Register map, names as in the netlist:
The bar under the picture is 100 um long. Other sequential cells in the stronger gray, the rest of the logic in the fainter gray.
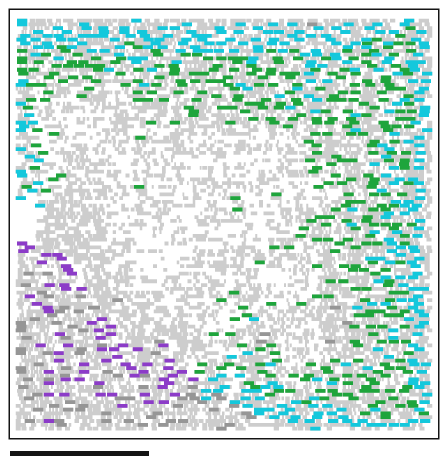
Routing congestion map:
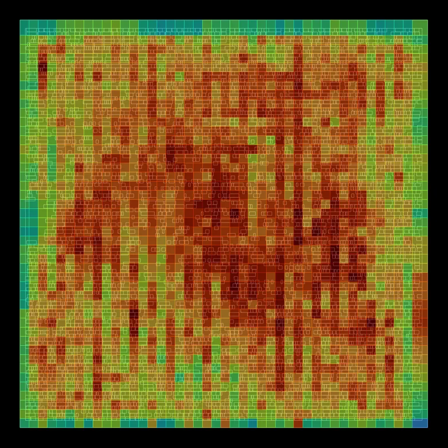
Signal wires by layer:
The bar under the picture is 100 um long.
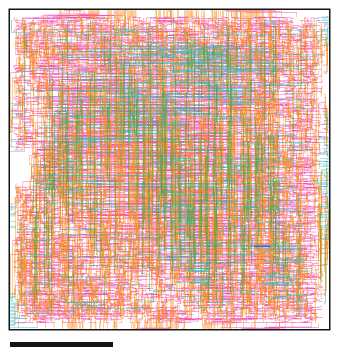
<file path="src/rtl/pcs_serdes_pkg.sv">
// Shared types, widths and the 64-bit serial scrambler used by the PCS TX gearbox.
package pcs_serdes_pkg;

  localparam int unsigned BLK_W = 66;
  localparam int unsigned OUT_W = 320;
  localparam int unsigned SCR_W = 58;
  localparam int unsigned PAY_W = BLK_W - 2;
  // Accumulator holds at most 319 residue bits plus one 66-bit block.
  localparam int unsigned ACC_W = OUT_W + BLK_W;
  localparam int unsigned CNT_W = 9;

  localparam logic [1:0] SYNC_DATA = 2'b01;
  localparam logic [1:0] SYNC_CTRL = 2'b10;

  localparam logic [SCR_W-1:0] SCR_SEED_DFLT = 58'h3FF_FFFF_FFFF_FFFF;

  typedef logic [BLK_W-1:0] pcs_blk_t;
  typedef logic [CNT_W-1:0] cnt_t;

  localparam cnt_t BLK_BITS = cnt_t'(BLK_W);
  localparam cnt_t OUT_BITS = cnt_t'(OUT_W);

  typedef struct packed {
    logic [SCR_W-1:0] state;
    logic [PAY_W-1:0] payload;
  } scr_res_t;

  // Self-synchronous x^58+x^39+1 scrambler, bit 0 of payload first.
  function automatic scr_res_t scramble64(input logic [SCR_W-1:0] state,
                                          input logic [PAY_W-1:0] payload);
    scr_res_t         res;
    logic [SCR_W-1:0] s;
    logic             b;
    s           = state;
    res.payload = '0;
    for (int i = 0; i < int'(PAY_W); i++) begin
      b              = payload[i] ^ s[38] ^ s[57];
      res.payload[i] = b;
      s              = {s[SCR_W-2:0], b};
    end
    res.state = s;
    return res;
  endfunction

endpackage

</file>
<file path="src/rtl/pcs_tx_serdes_gearbox_if.sv">
// Block input and SerDes word output bundle of the PCS TX gearbox.
interface pcs_tx_serdes_gearbox_if;
  import pcs_serdes_pkg::*;

  pcs_blk_t         blk_data;
  logic             blk_valid;
  logic             blk_ready;
  logic             scr_bypass;
  logic [OUT_W-1:0] sig_data;
  logic             sig_valid;
  logic [15:0]      hdr_err_cnt;

  // Upstream source plus SerDes sink side.
  modport master (
    output blk_data, blk_valid, scr_bypass,
    input  blk_ready, sig_data, sig_valid, hdr_err_cnt
  );

  // Gearbox side.
  modport slave (
    input  blk_data, blk_valid, scr_bypass,
    output blk_ready, sig_data, sig_valid, hdr_err_cnt
  );

endinterface

</file>
<file path="src/rtl/pcs_tx_scrambler_64b66b.sv">
// Stage 1: payload scrambling, sync-header check and header error counter.
module pcs_tx_scrambler_64b66b
  import pcs_serdes_pkg::*;
#(
  parameter logic [SCR_W-1:0] SCR_SEED = SCR_SEED_DFLT
) (
  input  logic        clk,
  input  logic        reset,
  input  pcs_blk_t    blk_data_i,
  input  logic        blk_acc_i,
  input  logic        bypass_i,
  output pcs_blk_t    s1_blk_o,
  output logic        s1_vld_o,
  output logic [15:0] hdr_err_cnt_o
);

  logic [SCR_W-1:0] scr_q, scr_d;
  pcs_blk_t         s1_blk_q, s1_blk_d;
  logic             s1_vld_q;
  logic [15:0]      err_q, err_d;
  scr_res_t         scr_res;
  logic [1:0]       hdr;
  logic             hdr_bad;

  // Scramble the payload, keep the header clear, advance state only on accept.
  always_comb begin
    hdr      = blk_data_i[1:0];
    hdr_bad  = (hdr != SYNC_DATA) && (hdr != SYNC_CTRL);
    scr_res  = scramble64(scr_q, blk_data_i[BLK_W-1:2]);
    scr_d    = scr_q;
    s1_blk_d = s1_blk_q;
    err_d    = err_q;
    if (blk_acc_i) begin
      scr_d    = scr_res.state;
      s1_blk_d = {bypass_i ? blk_data_i[BLK_W-1:2] : scr_res.payload, hdr};
      if (hdr_bad && (err_q != 16'hFFFF)) begin
        err_d = err_q + 16'd1;
      end
    end
  end

  // Stage 1 registers with synchronous reset.
  always_ff @(posedge clk) begin
    if (reset) begin
      scr_q    <= SCR_SEED;
      s1_blk_q <= '0;
      s1_vld_q <= 1'b0;
      err_q    <= '0;
    end else begin
      scr_q    <= scr_d;
      s1_blk_q <= s1_blk_d;
      s1_vld_q <= blk_acc_i;
      err_q    <= err_d;
    end
  end

  assign s1_blk_o      = s1_blk_q;
  assign s1_vld_o      = s1_vld_q;
  assign hdr_err_cnt_o = err_q;

endmodule

</file>
<file path="src/rtl/pcs_tx_serdes_gearbox.sv">
// PCS TX stage: scrambles 64b/66b blocks and packs them LSB-first into 320-bit SerDes words.
module pcs_tx_serdes_gearbox
  import pcs_serdes_pkg::*;
#(
  parameter logic [SCR_W-1:0] SCR_SEED = SCR_SEED_DFLT
) (
  input logic                    clk,
  input logic                    reset,
  pcs_tx_serdes_gearbox_if.slave bus_io
);

  logic             acc;
  pcs_blk_t         s1_blk;
  logic             s1_vld;
  logic [15:0]      err_cnt;

  logic [ACC_W-1:0] buf_q, buf_d, comb;
  cnt_t             cnt_q, cnt_d, ncnt;
  logic [OUT_W-1:0] word_q, word_d;
  logic             vld_q, vld_d;

  // The buffer can never overflow, so the only backpressure is reset itself.
  assign bus_io.blk_ready = ~reset;
  assign acc              = bus_io.blk_valid & bus_io.blk_ready;

  pcs_tx_scrambler_64b66b #(
    .SCR_SEED (SCR_SEED)
  ) u_scr (
    .clk           (clk),
    .reset         (reset),
    .blk_data_i    (bus_io.blk_data),
    .blk_acc_i     (acc),
    .bypass_i      (bus_io.scr_bypass),
    .s1_blk_o      (s1_blk),
    .s1_vld_o      (s1_vld),
    .hdr_err_cnt_o (err_cnt)
  );

  // Append the stage-1 block above the residue; emit a word once 320 bits are present.
  always_comb begin
    comb   = buf_q;
    ncnt   = cnt_q;
    if (s1_vld) begin
      comb = buf_q | ({{(ACC_W - BLK_W){1'b0}}, s1_blk} << cnt_q);
      ncnt = cnt_q + BLK_BITS;
    end
    word_d = word_q;
    buf_d  = comb;
    cnt_d  = ncnt;
    vld_d  = 1'b0;
    if (ncnt >= OUT_BITS) begin
      word_d = comb[OUT_W-1:0];
      buf_d  = comb >> OUT_W;
      cnt_d  = ncnt - OUT_BITS;
      vld_d  = 1'b1;
    end
  end

  // Accumulator and output word registers.
  always_ff @(posedge clk) begin
    if (reset) begin
      buf_q  <= '0;
      cnt_q  <= '0;
      word_q <= '0;
      vld_q  <= 1'b0;
    end else begin
      buf_q  <= buf_d;
      cnt_q  <= cnt_d;
      word_q <= word_d;
      vld_q  <= vld_d;
    end
  end

  assign bus_io.sig_data    = word_q;
  assign bus_io.sig_valid   = vld_q;
  assign bus_io.hdr_err_cnt = err_cnt;

endmodule

</file>
<file path="src/flat_wrapper.sv">
// flat-port wrapper written by rule: the top's interface ports become plain ports
module pcs_tx_serdes_gearbox_flat import pcs_serdes_pkg::*;
#(
  parameter logic [SCR_W-1:0] SCR_SEED = SCR_SEED_DFLT
)
  (clk, reset, bus_io_blk_data, bus_io_blk_valid, bus_io_scr_bypass, bus_io_blk_ready, bus_io_sig_data, bus_io_sig_valid, bus_io_hdr_err_cnt);
  pcs_tx_serdes_gearbox_if bus_io_i ();
  input logic clk;
  input logic reset;
  input wire logic [$bits(bus_io_i.blk_data)-1:0] bus_io_blk_data;
  input wire logic [$bits(bus_io_i.blk_valid)-1:0] bus_io_blk_valid;
  input wire logic [$bits(bus_io_i.scr_bypass)-1:0] bus_io_scr_bypass;
  output wire logic [$bits(bus_io_i.blk_ready)-1:0] bus_io_blk_ready;
  output wire logic [$bits(bus_io_i.sig_data)-1:0] bus_io_sig_data;
  output wire logic [$bits(bus_io_i.sig_valid)-1:0] bus_io_sig_valid;
  output wire logic [$bits(bus_io_i.hdr_err_cnt)-1:0] bus_io_hdr_err_cnt;
  assign bus_io_i.blk_data = bus_io_blk_data;
  assign bus_io_i.blk_valid = bus_io_blk_valid;
  assign bus_io_i.scr_bypass = bus_io_scr_bypass;
  assign bus_io_blk_ready = bus_io_i.blk_ready;
  assign bus_io_sig_data = bus_io_i.sig_data;
  assign bus_io_sig_valid = bus_io_i.sig_valid;
  assign bus_io_hdr_err_cnt = bus_io_i.hdr_err_cnt;
  pcs_tx_serdes_gearbox #(.SCR_SEED(SCR_SEED)) u_core (.clk(clk), .reset(reset), .bus_io(bus_io_i));
endmodule
</file>
<file path="config.mk">
export PLATFORM = sky130hd
export DESIGN_NAME = pcs_tx_serdes_gearbox_flat
export DESIGN_NICKNAME = d
export VERILOG_FILES = /design/src/rtl/pcs_serdes_pkg.sv /design/src/rtl/pcs_tx_serdes_gearbox_if.sv /design/src/rtl/pcs_tx_scrambler_64b66b.sv /design/src/rtl/pcs_tx_serdes_gearbox.sv /design/src/flat_wrapper.sv
export SDC_FILE = /design/constraint.sdc
export NUM_CORES = 2
export LEC_CHECK = 0
export CORE_MARGIN = 4
export CORE_UTILIZATION = 42
export DETAILED_ROUTE_END_ITERATION = 8
export PLACE_DENSITY_LB_ADDON = 0.2
export SYNTH_ARGS = -nofsm -noshare
export SYNTH_HDL_FRONTEND = slang
export SYNTH_SLANG_ARGS = --single-unit
</file>
<file path="constraint.sdc">
create_clock -name clk -period 2.5 [get_ports clk]
set_input_delay 0.25 -clock clk [delete_from_list [all_inputs] [get_ports clk]]
set_output_delay 0.25 -clock clk [all_outputs]
set_load 0.05 [all_outputs]
</file>
==> qor.json <==
{
  "antenna_violating_nets_post_route": 0,
  "wire_length_of_the_first_global_routing_pass_um": 280000,
  "place.port_buffers": 407,
  "setup_repair_after_global_routing_missed_its_margin": "yes",
  "static-leakage-power_nw": 21.2,
  "postSynthCellCount": 4268,
  "die_height_um": 308,
  "worst_hold_path.num_cells": 3,
  "finalNetCount": 5393,
  "switching_share": 0.318,
  "power.share.combinational": 0.256,
  "headroom_to_the_max_slew_limit": 0.404,
  "timing.reg2reg.worst_path_depth": 8,
  "number_of_global_route_vias_before_repair": 37700,
  "max_slew.worst_pin.slew_ns": 0.893,
  "synth_flop_count": 856,
  "netlist.top_cell.by_instances": "dfxtp_1",
  "worst_path_class_setup": "register to register",
  "grt_start_max_net_pins": 190,
  "synthArstFlopShare": 0,
  "top_area_cell_type_share_of_the_netlist_area": 0.453,
  "fin_worst_skew_ns": 0.0529,
  "floorplan.core_area_sq_um": 88900,
  "row_count": 109,
  "synthesis.nets": 4341,
  "synth_unique_cells": 92,
  "synthesis.yosys.warnings": 0,
  "drv_slew": 0,
  "internal_power_mw": 26.7,
  "clock_latency_ns": 0.71,
  "drt_first_pass_iters": 7,
  "global_route.overflow_total": 0,
  "cts_inserted_buffers": 91,
  "status": "finished, violations left",
  "clock_power_share": 0.371,
  "cts-htree-levels": 3,
  "netlist_area_sq_um": 37900,
  "post_route_cells_drive_above_1_share": 0.288,
  "final.period_utilization": 1.19,
  "power.sequential.fraction": 0.373,
  "worst_hold_slack_ns": 0.0616,
  "power_switching_mw": 12.5,
  "synthesized_chip_area_reported_by_yosys_sq_um": 37900,
  "ys_seq_share": 0.453,
  "postSynth.topFlopCell": "dfxtp_1",
  "gp_congestion": 1.07,
  "critical_path_required_ns": 3.09,
  "setup_viol": 707,
  "fmax_mhz": 337,
  "tritoncts_num_sinks": 856,
  "worst_setup_path_end_kind": "register",
  "worstSetupStartpointType": "register",
  "violated_checks": "setup timing",
  "irDropWorstVdd_v": 0.000603,
  "cts_tree": "built",
  "design.portCount": 408,
  "dp.final_hpwl_um": 156000,
  "setup_slack_ns": -0.472,
  "cts_root_buf": "clkbuf_16",
  "layout-area-overhead-vs-synth_pct": 48.3,
  "fp.dieW_um": 308,
  "clkTransAtPathRegs_ns": 0.06,
  "post_synth.cell_area_avg_sq_um": 8.87,
  "post_synth_most_frequent_cells": "dfxtp_1 (856), nand2_1 (500), nor2_1 (414), o21ai_0 (396), a21oi_1 (306)",
  "fp.dieArea_sq_um": 95000,
  "grt_most_used_layer": "met2",
  "netlist.top_cell.by_area": "dfxtp_1",
  "edf_count": 0,
  "detailroute.via_count": 40400,
  "fin_setup_tns_ns": -153.24,
  "via_per_inst": 6.15,
  "timing.final.hold_violations": 0,
  "nFillCells": 7457,
  "synth.area.top_cells": "dfxtp_1 (45%), o21ai_0 (5.2%), nand2_1 (5.0%), nor2_1 (4.1%), a21oi_1 (4.0%)",
  "grt_util_met2": 0.621,
  "floorplanUtilization": 0.426,
  "cp.arrival_ns": 3.56,
  "pwr_density_cell_nw_per_um2": 698,
  "hold_class": "input port to register",
  "max_cap_viol_count": 0,
  "tool_warnings": 32,
  "cp_max_fo": 7,
  "drt_iter0_markers": 5307,
  "report.power.total_mw": 39.2,
  "antenna_found_initial": 5,
  "max-clock-path-buffers": 3,
  "drc": 0,
  "timing.final.crit_period_ns": 2.97,
  "synth_stat.cells": 4268
}
Notes on 'register map, names as in the netlist' above:
[u_core.bus_io.sig_data] cyan | placed flops: 320 | where: widely spread
[u_core.buf_q] green | placed flops: 386 | where: widely spread
[u_core.u_scr.s1_blk_o] purple | placed flops: 66 | where: south-west
not colored: 84
proportion of cell area occupied by registers: 0.305
total sequential power: 14.6 mW
register area: 17100 sq um

Notes on 'routing congestion map' above:
share of the core filled with cells: 0.631
fraction of met3 tracks used by global routing: 0.0928
total routing resource utilization after global routing: 0.409
met1 GRT Util: 0.538

Notes on 'signal wires by layer' above:
[M1] magenta | wire length: 81.7 mm
[M4] green | wire length: 13500 um
[M2] orange | wire length: 87.6 mm
[M5] blue | wire length: 13.8 um
[M3] cyan | wire length: 18900 um
routed length per placed instance: 30.7 um
sum of routed wire length over all layers: 202000 um

[state kept, by name, indices dropped and copies added (netlist names)]
signal / count
u_core.buf_q: 386
u_core.bus_io.sig_data: 320
u_core.bus_io.sig_valid: 1
u_core.cnt_q: 8
u_core.u_scr.hdr_err_cnt_o: 16
u_core.u_scr.s1_blk_o: 66
u_core.u_scr.s1_vld_o: 1
u_core.u_scr.scr_q: 58
[per-stage QoR]
stage	worst slack (ns)	area (sq um)	util	std cells
after detailed placement	-0.623	49600	0.558	6316
after floorplan	-0.0624	37900	-	4268
final	-0.472	56100	0.631	6568
after CTS	-0.389	54700	0.615	6539
after global placement	-0.664	49600	0.558	6316
after global routing	-0.455	56100	0.631	6564
[critical path, stage by stage (launching register included)]
cell,delay (ns)
dfxtp_4,0.45
buf_6,0.16
buf_16,0.13
mux2_4,0.34
mux4_2,0.62
mux4_2,0.68
buf_4,0.21
a21oi_2,0.17
o21ai_0,0.09
[cell usage in the layout (no fill, tap or decap), types with 75 or more instances in the layout]
cell	instances
a21oi_1	265
a22o_1	128
a22oi_1	75
buf_12	109
buf_4	725
clkbuf_16	95
clkdlybuf4s50_1	403
dfxtp_1	851
nand2_1	486
nor2_1	398
o21ai_0	349
xnor2_1	105
[area by class of cell]
type                       count  area, sq um  area share
multi-input combinational   3024        21200       0.378
sequential                   856        17100       0.305
timing repair buffer        1328        13000       0.231
clock buffer                 134         2690      0.0480
tap                         1165         1460      0.0260
clock inverter                38          573      0.0102
inverter                      19         76.3     0.00136
antenna                        4         10.0    0.000178
[kinds of logic (layout without fill, tap and decap cells)]
logic type      after synthesis  after routing  share of synthesized area
compound gates             1471           1471                      0.261
buf+inv                     388           1519                     0.0424
flops                       856            856                      0.453
other cells                   0              4                          0
fa+ha+maj                     3              3                   0.000992
simple gates               1198           1198                      0.136
xor+xnor                    174            174                     0.0403
mux                         178            178                     0.0668
[timing repair]
action	4_1_cts	5_1_grt
hold buffers	1	0
endpoints found under the hold margin	4	0
cloned	9	2
setup endpoints to repair	709	709
resized	252	278
buffers inserted	42	27
pin swaps	46	85
[worst paths after layout]
check,endpoint,from,slack [ns]
hold reg to reg,u_core.bus_io.sig_data[127],u_core.bus_io.sig_data[127],0.45
hold / removal,u_core.cnt_q[4],reset,0.06
setup / recovery,u_core.bus_io.sig_data[196],u_core.cnt_q[1],-0.47
setup reg to reg,u_core.bus_io.sig_data[196],u_core.cnt_q[1],-0.47
[power groups by stage]
stage	logic, mW	clock network, mW	registers, mW
6_report	10.0	14.5	14.6
5_1_grt	10.3	15.2	14.6
2_1_floorplan	4.01	0	14.7
4_1_cts	9.28	14.7	14.6
3_5_place_dp	8.72	0	14.9
3_3_place_gp	8.71	0	14.9
[layer usage]
metal  vias up  wire [um]
met5         -         13
met4         2      13500
met3       522      18900
met2      2293      87600
met1     19800      81700
li1      17800          -
Power is estimated from default activity; no workload was simulated.
